[src/rtl/button_reset_conditioner.sv]
// button_reset_conditioner: synchronised, debounced push-button with level/edge outputs and a stretched active-low system reset.
// Defining RVX_BUTTON_LONG_PRESS_EN adds LONG_PRESS_CYCLES and a one-shot button_long_press output.
module button_reset_conditioner #(
    parameter int DEBOUNCE_CYCLES    = 500000,
    parameter int SYNC_STAGES        = 2,
    parameter int RESET_HOLD_CYCLES  = 16,
    parameter bit BUTTON_ACTIVE_HIGH = 1
`ifdef RVX_BUTTON_LONG_PRESS_EN
    ,
    parameter int LONG_PRESS_CYCLES  = 100000000
`endif
) (
    input  logic clock,
    input  logic reset_n,
    input  logic button_raw,
    output logic button_level,
    output logic button_pressed,
    output logic button_released,
`ifdef RVX_BUTTON_LONG_PRESS_EN
    output logic button_long_press,
`endif
    output logic system_reset_n
);
    localparam int CW = $clog2(DEBOUNCE_CYCLES + 1);
    localparam int HW = $clog2(RESET_HOLD_CYCLES + 1);
    typedef enum logic [1:0] {RELEASED, PRESS_PENDING, PRESSED, RELEASE_PENDING} state_t;
    state_t                 r_state, w_state_nxt;
    logic [CW-1:0]          r_cnt, w_cnt_nxt;
    logic [SYNC_STAGES-1:0] r_sync;
    logic [HW-1:0]          r_hold;
    logic                   r_level, r_pressed, r_released, r_srn;
    logic                   w_level_nxt, w_pressed_nxt, w_released_nxt;
    logic                   w_norm, w_sync_out, w_done;
    assign w_norm     = button_raw ^ !BUTTON_ACTIVE_HIGH;
    assign w_sync_out = r_sync[SYNC_STAGES-1];
    assign w_done     = r_cnt == CW'(DEBOUNCE_CYCLES);
    always_comb begin
        w_state_nxt    = r_state;
        w_cnt_nxt      = r_cnt;
        w_level_nxt    = r_level;
        w_pressed_nxt  = 1'b0;
        w_released_nxt = 1'b0;
        case (r_state)
            RELEASED: if (w_sync_out) begin
                w_state_nxt = PRESS_PENDING;
                w_cnt_nxt   = CW'(1);
            end
            PRESS_PENDING: if (!w_sync_out) begin
                w_state_nxt = RELEASED;
                w_cnt_nxt   = '0;
            end else if (w_done) begin
                w_state_nxt   = PRESSED;
                w_cnt_nxt     = '0;
                w_level_nxt   = 1'b1;
                w_pressed_nxt = 1'b1;
            end else begin
                w_cnt_nxt = r_cnt + 1'b1;
            end
            PRESSED: if (!w_sync_out) begin
                w_state_nxt = RELEASE_PENDING;
                w_cnt_nxt   = CW'(1);
            end
            RELEASE_PENDING: if (w_sync_out) begin
                w_state_nxt = PRESSED;
                w_cnt_nxt   = '0;
            end else if (w_done) begin
                w_state_nxt    = RELEASED;
                w_cnt_nxt      = '0;
                w_level_nxt    = 1'b0;
                w_released_nxt = 1'b1;
            end else begin
                w_cnt_nxt = r_cnt + 1'b1;
            end
            default: begin
                w_state_nxt = RELEASED;
                w_cnt_nxt   = '0;
            end
        endcase
    end
    always_ff @(posedge clock) begin
        if (!reset_n) begin
            r_sync     <= '0;
            r_state    <= RELEASED;
            r_cnt      <= '0;
            r_level    <= 1'b0;
            r_pressed  <= 1'b0;
            r_released <= 1'b0;
        end else begin
            r_sync     <= {r_sync[SYNC_STAGES-2:0], w_norm};
            r_state    <= w_state_nxt;
            r_cnt      <= w_cnt_nxt;
            r_level    <= w_level_nxt;
            r_pressed  <= w_pressed_nxt;
            r_released <= w_released_nxt;
        end
    end
    // A held button keeps the core in reset; the countdown only starts once it is released.
    always_ff @(posedge clock) begin
        if (!reset_n || r_level) begin
            r_hold <= HW'(RESET_HOLD_CYCLES);
            r_srn  <= 1'b0;
        end else if (r_hold != '0) begin
            r_hold <= r_hold - 1'b1;
            r_srn  <= r_hold == HW'(1);
        end
    end
`ifdef RVX_BUTTON_LONG_PRESS_EN
    localparam int LW = $clog2(LONG_PRESS_CYCLES + 1);
    logic [LW-1:0] r_lp_cnt;
    logic          r_lp;
    always_ff @(posedge clock) begin
        if (!reset_n || r_state != PRESSED) begin
            r_lp_cnt <= '0;
            r_lp     <= 1'b0;
        end else begin
            r_lp_cnt <= (r_lp_cnt == LW'(LONG_PRESS_CYCLES)) ? r_lp_cnt : r_lp_cnt + 1'b1;
            r_lp     <= r_lp_cnt == LW'(LONG_PRESS_CYCLES - 1);
        end
    end
    assign button_long_press = r_lp;
`endif
    assign button_level    = r_level;
    assign button_pressed  = r_pressed;
    assign button_released = r_released;
    assign system_reset_n  = r_srn;
endmodule

[config.mk]
export PLATFORM = sky130hd
export DESIGN_NAME = button_reset_conditioner
export DESIGN_NICKNAME = d
export VERILOG_FILES = /design/src/rtl/button_reset_conditioner.sv
export SDC_FILE = /design/constraint.sdc
export NUM_CORES = 1
export LEC_CHECK = 0
export ABC_AREA = 0
export ABC_CLOCK_PERIOD_IN_PS = 2200
export CAP_MARGIN = 40
export CORE_AREA = 2 2 66 68
export CTS_BUF_LIST = sky130_fd_sc_hd__clkbuf_4 sky130_fd_sc_hd__clkbuf_8 sky130_fd_sc_hd__clkbuf_16
export CTS_CLUSTER_SIZE = 16
export DETAILED_ROUTE_END_ITERATION = 10
export DIE_AREA = 0 0 68 70
export PLACE_DENSITY = 0.61
export SETUP_SLACK_MARGIN = 0.4
export SLEW_MARGIN = 20
export SYNTH_ARGS = -nofsm -noshare
export SYNTH_HDL_FRONTEND = slang
export SYNTH_SLANG_ARGS = --single-unit
[constraint.sdc]
create_clock -name clock -period 2.2 [get_ports clock]
set_input_delay 0.22 -clock clock [delete_from_list [all_inputs] [get_ports clock]]
set_output_delay 0.22 -clock clock [all_outputs]
set_load 0.02 [all_outputs]
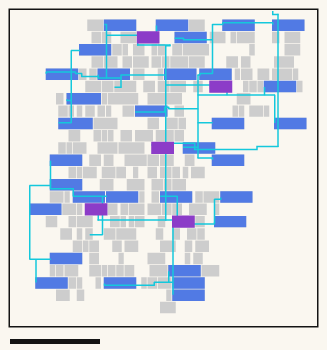
Run 1: routed clock nets over the placement
Bar = 20 um.
Purple marks clock-net drivers, count 5. Blue marks flip-flops, count 32. Cyan marks clock wires, length 454 um.
There are 6 routed clock nets.

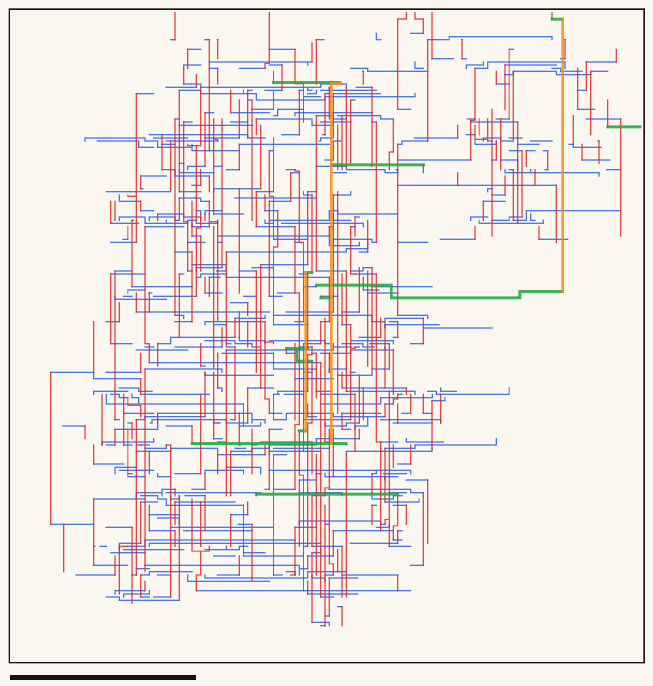
Run 1: metal layers overlaid
Bar = 20 um.
Red marks M2, wire length 1600 um. Blue marks M1, wire length 1640 um. Green marks M3, wire length 89.7 um. Orange marks M4, wire length 85.9 um.
total wire length: 3410 um
via count: 1378

==> results.toml, run 1 <==
# flow metrics
[clock_tree]
cts_tree = "done"
postCtsResizedCells = 16
clk_latency_ns = 0.29

[synthesis]
netlist_area_um2 = 1570
ys.warnings.count = 0
common_cells = "dfxtp_1 (32), nand2_1 (16), nor2_1 (15)"
ys_seq_share = 0.409
syn_inst = 185
synthTopLogicFamily = "simple AND/OR/NAND/NOR gates"

[status]
outcome = "finished clean"

[critical_path]
r2r-end = "r_cnt[8]"
cp_slowest_cell = "or4b_4"
reg2reg_from = "r_cnt[1]"
worstSetupStartpoint = "r_cnt[1]"
critPathLaunchType = "flop"
worstRegToRegCells = 8

[die]
die_y_um = 70
coreArea_um2 = 4140

[global_routing]
antenna_found_initial = 0
grt_use_total = 0.159

[cells_and_area]
largest_class = "multi-input combinational cells"
fill_cells = 410
seq_area_frac = 0.322
layout.sequential_cells = 32
area_delta_synth_final_pct = 27.4
final_net_count = 217
seq_area_um2 = 643

[final_timing]
drv_slew = 0
hold_slack_ns = 0.434
fin_crit_sh = 0.906

[worst_hold_path]
hold_path_depth = 1

[drt]
via_per_inst = 5.24
ant_nets = 0
dr.pass1.iters = 4

[power_and_ir_drop]
p_leak_nw = 0.713
p_clk_w = 0.000467
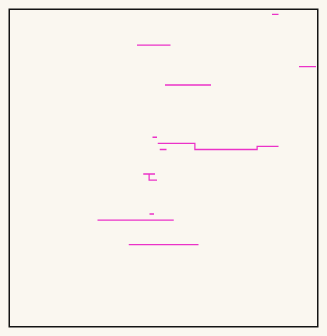
Run 1: metal 3
The layer carries 89.7 um of wire. The layer holds 2.6% of the routed length. The longest straight run is 16.6 um.
met3 global-route usage: 0.0435

==> run 1: state kept, by name, summed over array words and instances (netlist names), named ones only <==
name,cells
button_released,1
r_sync,2
button_level,1
button_pressed,1
system_reset_n,1
r_hold,5
r_cnt,19
r_state,1
==> run 1: stage by stage <==
stage	total power [W]	setup WS, ns	cells
detailed placement	0.000912	0.172	240
CTS	0.00139	0.269	259
finish	0.00137	0.207	263
floorplan	0.000865	0.348	185
global route	0.00146	0.143	263
global placement	0.000910	0.207	240
==> run 1: metal layers <==
metal / up-vias / wire, um / GRT usage
li1: 715 / - / -
met4: 0 / 85 / 0.0800
met3: 8 / 89 / 0.0435
met2: 15 / 1600 / 0.242
met1: 640 / 1640 / 0.203
met5: - / 0 / 0
--- run 2 (diff from run 1) ---
Settings changed: CORE_AREA 2 2 66 68 to 2 2 69 65, DIE_AREA 0 0 68 70 to 0 0 71 67.
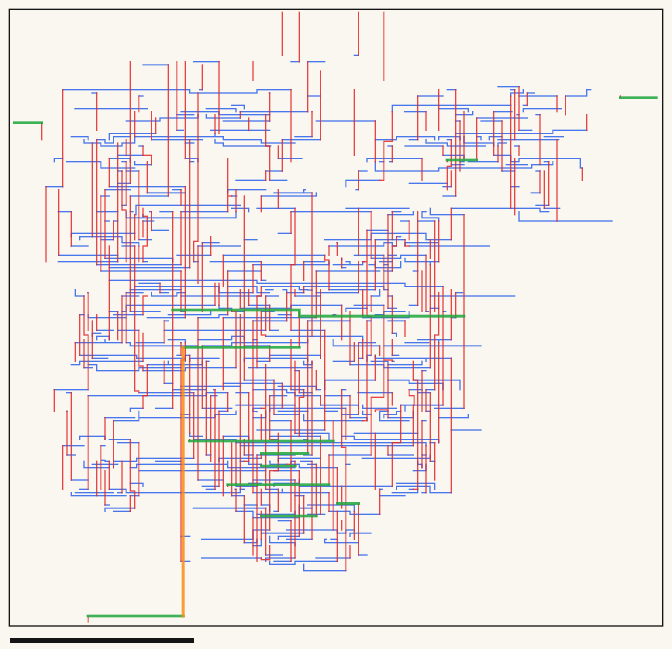
Run 2: metal layers overlaid
Bar = 20 um.
Red marks M2, wire length 1610 um. Orange marks M4, wire length 29.2 um. Green marks M3, wire length 109 um. Blue marks M1, wire length 1740 um.
via count: 1405
GRT Total Usage: 0.159
wire per inst: 13.7 um
total wire length: 3490 um

==> run 2 against run 1 <==
Effect of this change:
- wire length grew 2.4%
- hold slack gained 0.0043 ns
- via count grew 2.0%
- first-iteration DRC count grew 97%
- clock skew shrank 0.0054 ns
- sequential power is essentially flat
- sequential share of layout area shrank 0.12 points
- critical path depth shrank 1
- cell area grew 0.75%
- combinational power grew 3%
- worst setup slack gained 0.056 ns
- flip-flop count is the same
==> results.toml, run 2 <==
# flow metrics
[status]
outcome = "finished clean"

[drt]
ant_nets = 0
wl_met3_um = 109
dr.pass1.iters = 4
top_layer_used = "met4"
dr_wl_met2_um = 1610

[cells_and_area]
top_regs = "r_cnt (19), r_hold (5), r_sync (2)"
final_net_count = 212
largest_reg_flops = 19
largest-register = "r_cnt"
area_delta_synth_final_pct = 28.4

[global_routing]
antenna_found_initial = 0
top_usage_layer = "met2"
use_met2 = 0.237
gr-usage-met1 = 0.217

[final_timing]
hold_slack_ns = 0.438
fin_crit_sh = 0.881

[critical_path]
worstSetupStartpoint = "r_cnt[0]"
worstRegToRegCells = 7
critPathLaunchType = "flop"
cp_slowest_cell = "dfxtp_4"
r2r-end = "r_cnt[8]"

[synthesis]
common_cells = "dfxtp_1 (32), nand2_1 (16), nor2_1 (15)"
synthTopLogicFamily = "simple AND/OR/NAND/NOR gates"
netlist_area_um2 = 1570

[worst_hold_path]
hold_path_depth = 1

[clock_tree]
cts_tree = "done"

[die]
die_y_um = 67

[placement]
dp_cells = 235
pre_cts_slack_ns = 0.0922
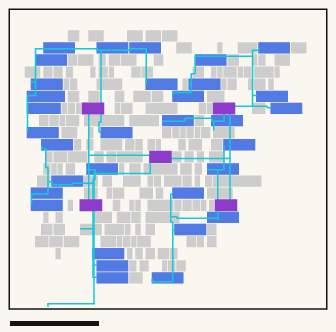
Run 2: routed clock nets over the placement
Bar = 20 um.
Cyan marks clock wires, length 414 um. Purple marks clock-net drivers, count 5. Blue marks flip-flops, count 32.
There are 6 routed clock nets. Position of the flops: all over the die.
Post-Route Skew: 0.00406 ns
Clk pwr share: 0.400
Latency at later pin: 0.28 ns
Clk power: 0.000610 W

[run 2: where the power goes]
| group | internal, W | total [W] | switching (W) | leakage, nW |
|---|---|---|---|---|
| Clock | 0.000399 | 0.000610 | 0.000211 | 0.0645 |
| Combinational | 0.000118 | 0.000242 | 0.000123 | 0.396 |
| Sequential | 0.000629 | 0.000673 | 0.0000434 | 0.261 |
| Total | 0.00115 | 0.00152 | 0.000377 | 0.721 |
[run 2: layout make-up]
cell class | count | area [um2]
clock buffer | 7 | 96.3
clock inverter | 1 | 30.0
fill | 372 | 1980
inverter | 11 | 43.8
multi-input combinational | 137 | 965
sequential | 32 | 646
tap | 48 | 60.1
timing repair buffer | 18 | 170
--- run 3 (diff from run 2) ---
Settings changed: CORE_AREA 2 2 69 65 to 2 2 66 61, DIE_AREA 0 0 71 67 to 0 0 68 63, PLACE_DENSITY 0.61 to 0.67.
==> run 3 against run 2 <==
Effect of this change:
- non-clock buffer count is 2 higher
- highest routed layer unchanged
- critical path type unchanged
- largest cell class unchanged
- die size is 9.9% lower
- worst setup slack worse by 0.031 ns
- fmax is 1.6% lower
- combinational power is 4% higher
- sequential power hardly changed
- sequential share of layout area is 0.36 points lower
- first-iteration DRC count is 9.6% lower
- critical path depth is 1 higher
- cell area is 1.1% higher
==> results.toml, run 3 <==
# flow metrics
[status]
outcome = "finished clean"

[placement]
pre_cts_slack_ns = 0.111

[drt]
routed_wl_um = 3990
ant_nets = 0
wl_per_cell_um = 15.7
route.vias.total = 1428
wl_met3_um = 167

[die]
die_y_um = 63
coreArea_um2 = 3630

[power_and_ir_drop]
powerSeq_w = 0.000671
p_clk_w = 0.000568
p_switching_w = 0.000392
power_frac_seq = 0.450

[final_timing]
drv_slew = 0
fin_ws_ns = 0.231

[global_routing]
use_met2 = 0.299

[critical_path]
reg2reg_from = "r_cnt[1]"
worstSetupStartpoint = "r_cnt[1]"
critPathLaunchType = "flop"
worstRegToRegCells = 8

[synthesis]
netlist_area_um2 = 1570
ys_seq_share = 0.409

[clock_tree]
postCtsResizedCells = 19
==> run 3: cell counts after synthesis <==
Identical to the previous run, type by type.
==> run 3: layout make-up <==
| cell class | instances | area [um2] |
|---|---|---|
| repair buffers | 20 | 188 |
| clock buffers | 6 | 76.3 |
| flip-flops and latches | 32 | 646 |
| well taps | 46 | 57.6 |
| inverters | 11 | 43.8 |
| fillers | 302 | 1590 |
| clock inverters | 2 | 35.0 |
| multi-input cells | 138 | 987 |
==> run 3: logic make-up after synthesis <==
group / Yosys count / share of synthesized area
multiplexers: 4 / 0.0264
AND-OR/OR-AND: 43 / 0.177
XOR/XNOR: 5 / 0.0280
flip-flops: 32 / 0.409
adder cells (fa/ha/maj): 4 / 0.0320
AND/OR/NAND/NOR: 80 / 0.277
buffers and inverters: 17 / 0.0503
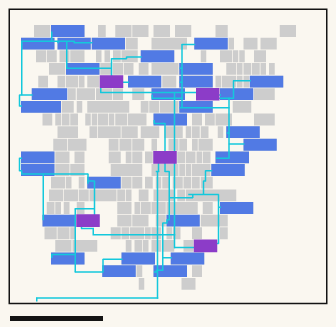
Run 3: routed clock nets over the placement
Bar = 20 um.
Latency at later pin: 0.29 ns
Clk pwr share: 0.381
Post-Route Skew: 0.00306 ns

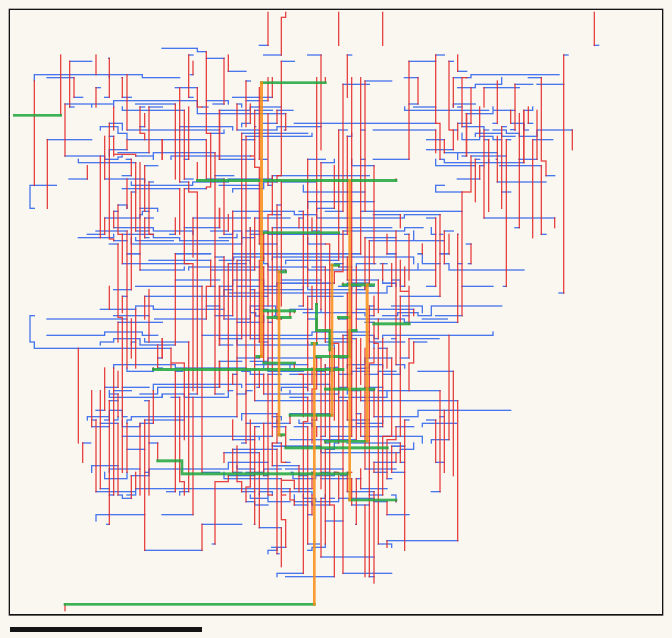
Run 3: metal layers overlaid
Bar = 20 um.
Green marks M3, wire length 168 um. Red marks M2, wire length 2010 um. Blue marks M1, wire length 1680 um. Orange marks M4, wire length 138 um.


## Gallery

Cell area per tile.
panel A
7 x 6 tiles, from white (low) to dark blue (high), 0 to 100% covered.
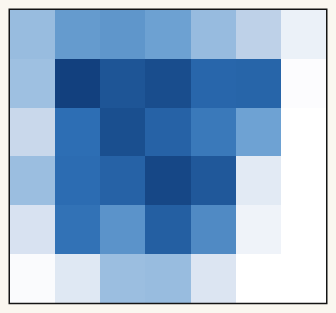
panel B
7 x 7 tiles, from white (low) to dark blue (high), 0 to 100% covered.
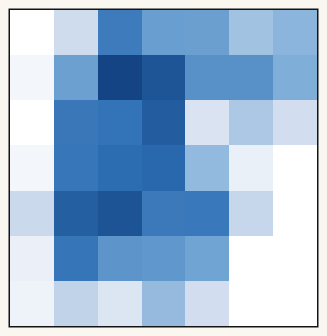
panel B -> run 1
panel A -> run 3
The one with the highest utilization is panel A.

Key to panel B:
16% of the tiles are nearly empty. The fullest tile reaches 92%. 14% of the tiles are over 75% full. The mean over all tiles is 41%. The emptiest ninth of the die: south-east.

Power and IR drop assume default switching activity.
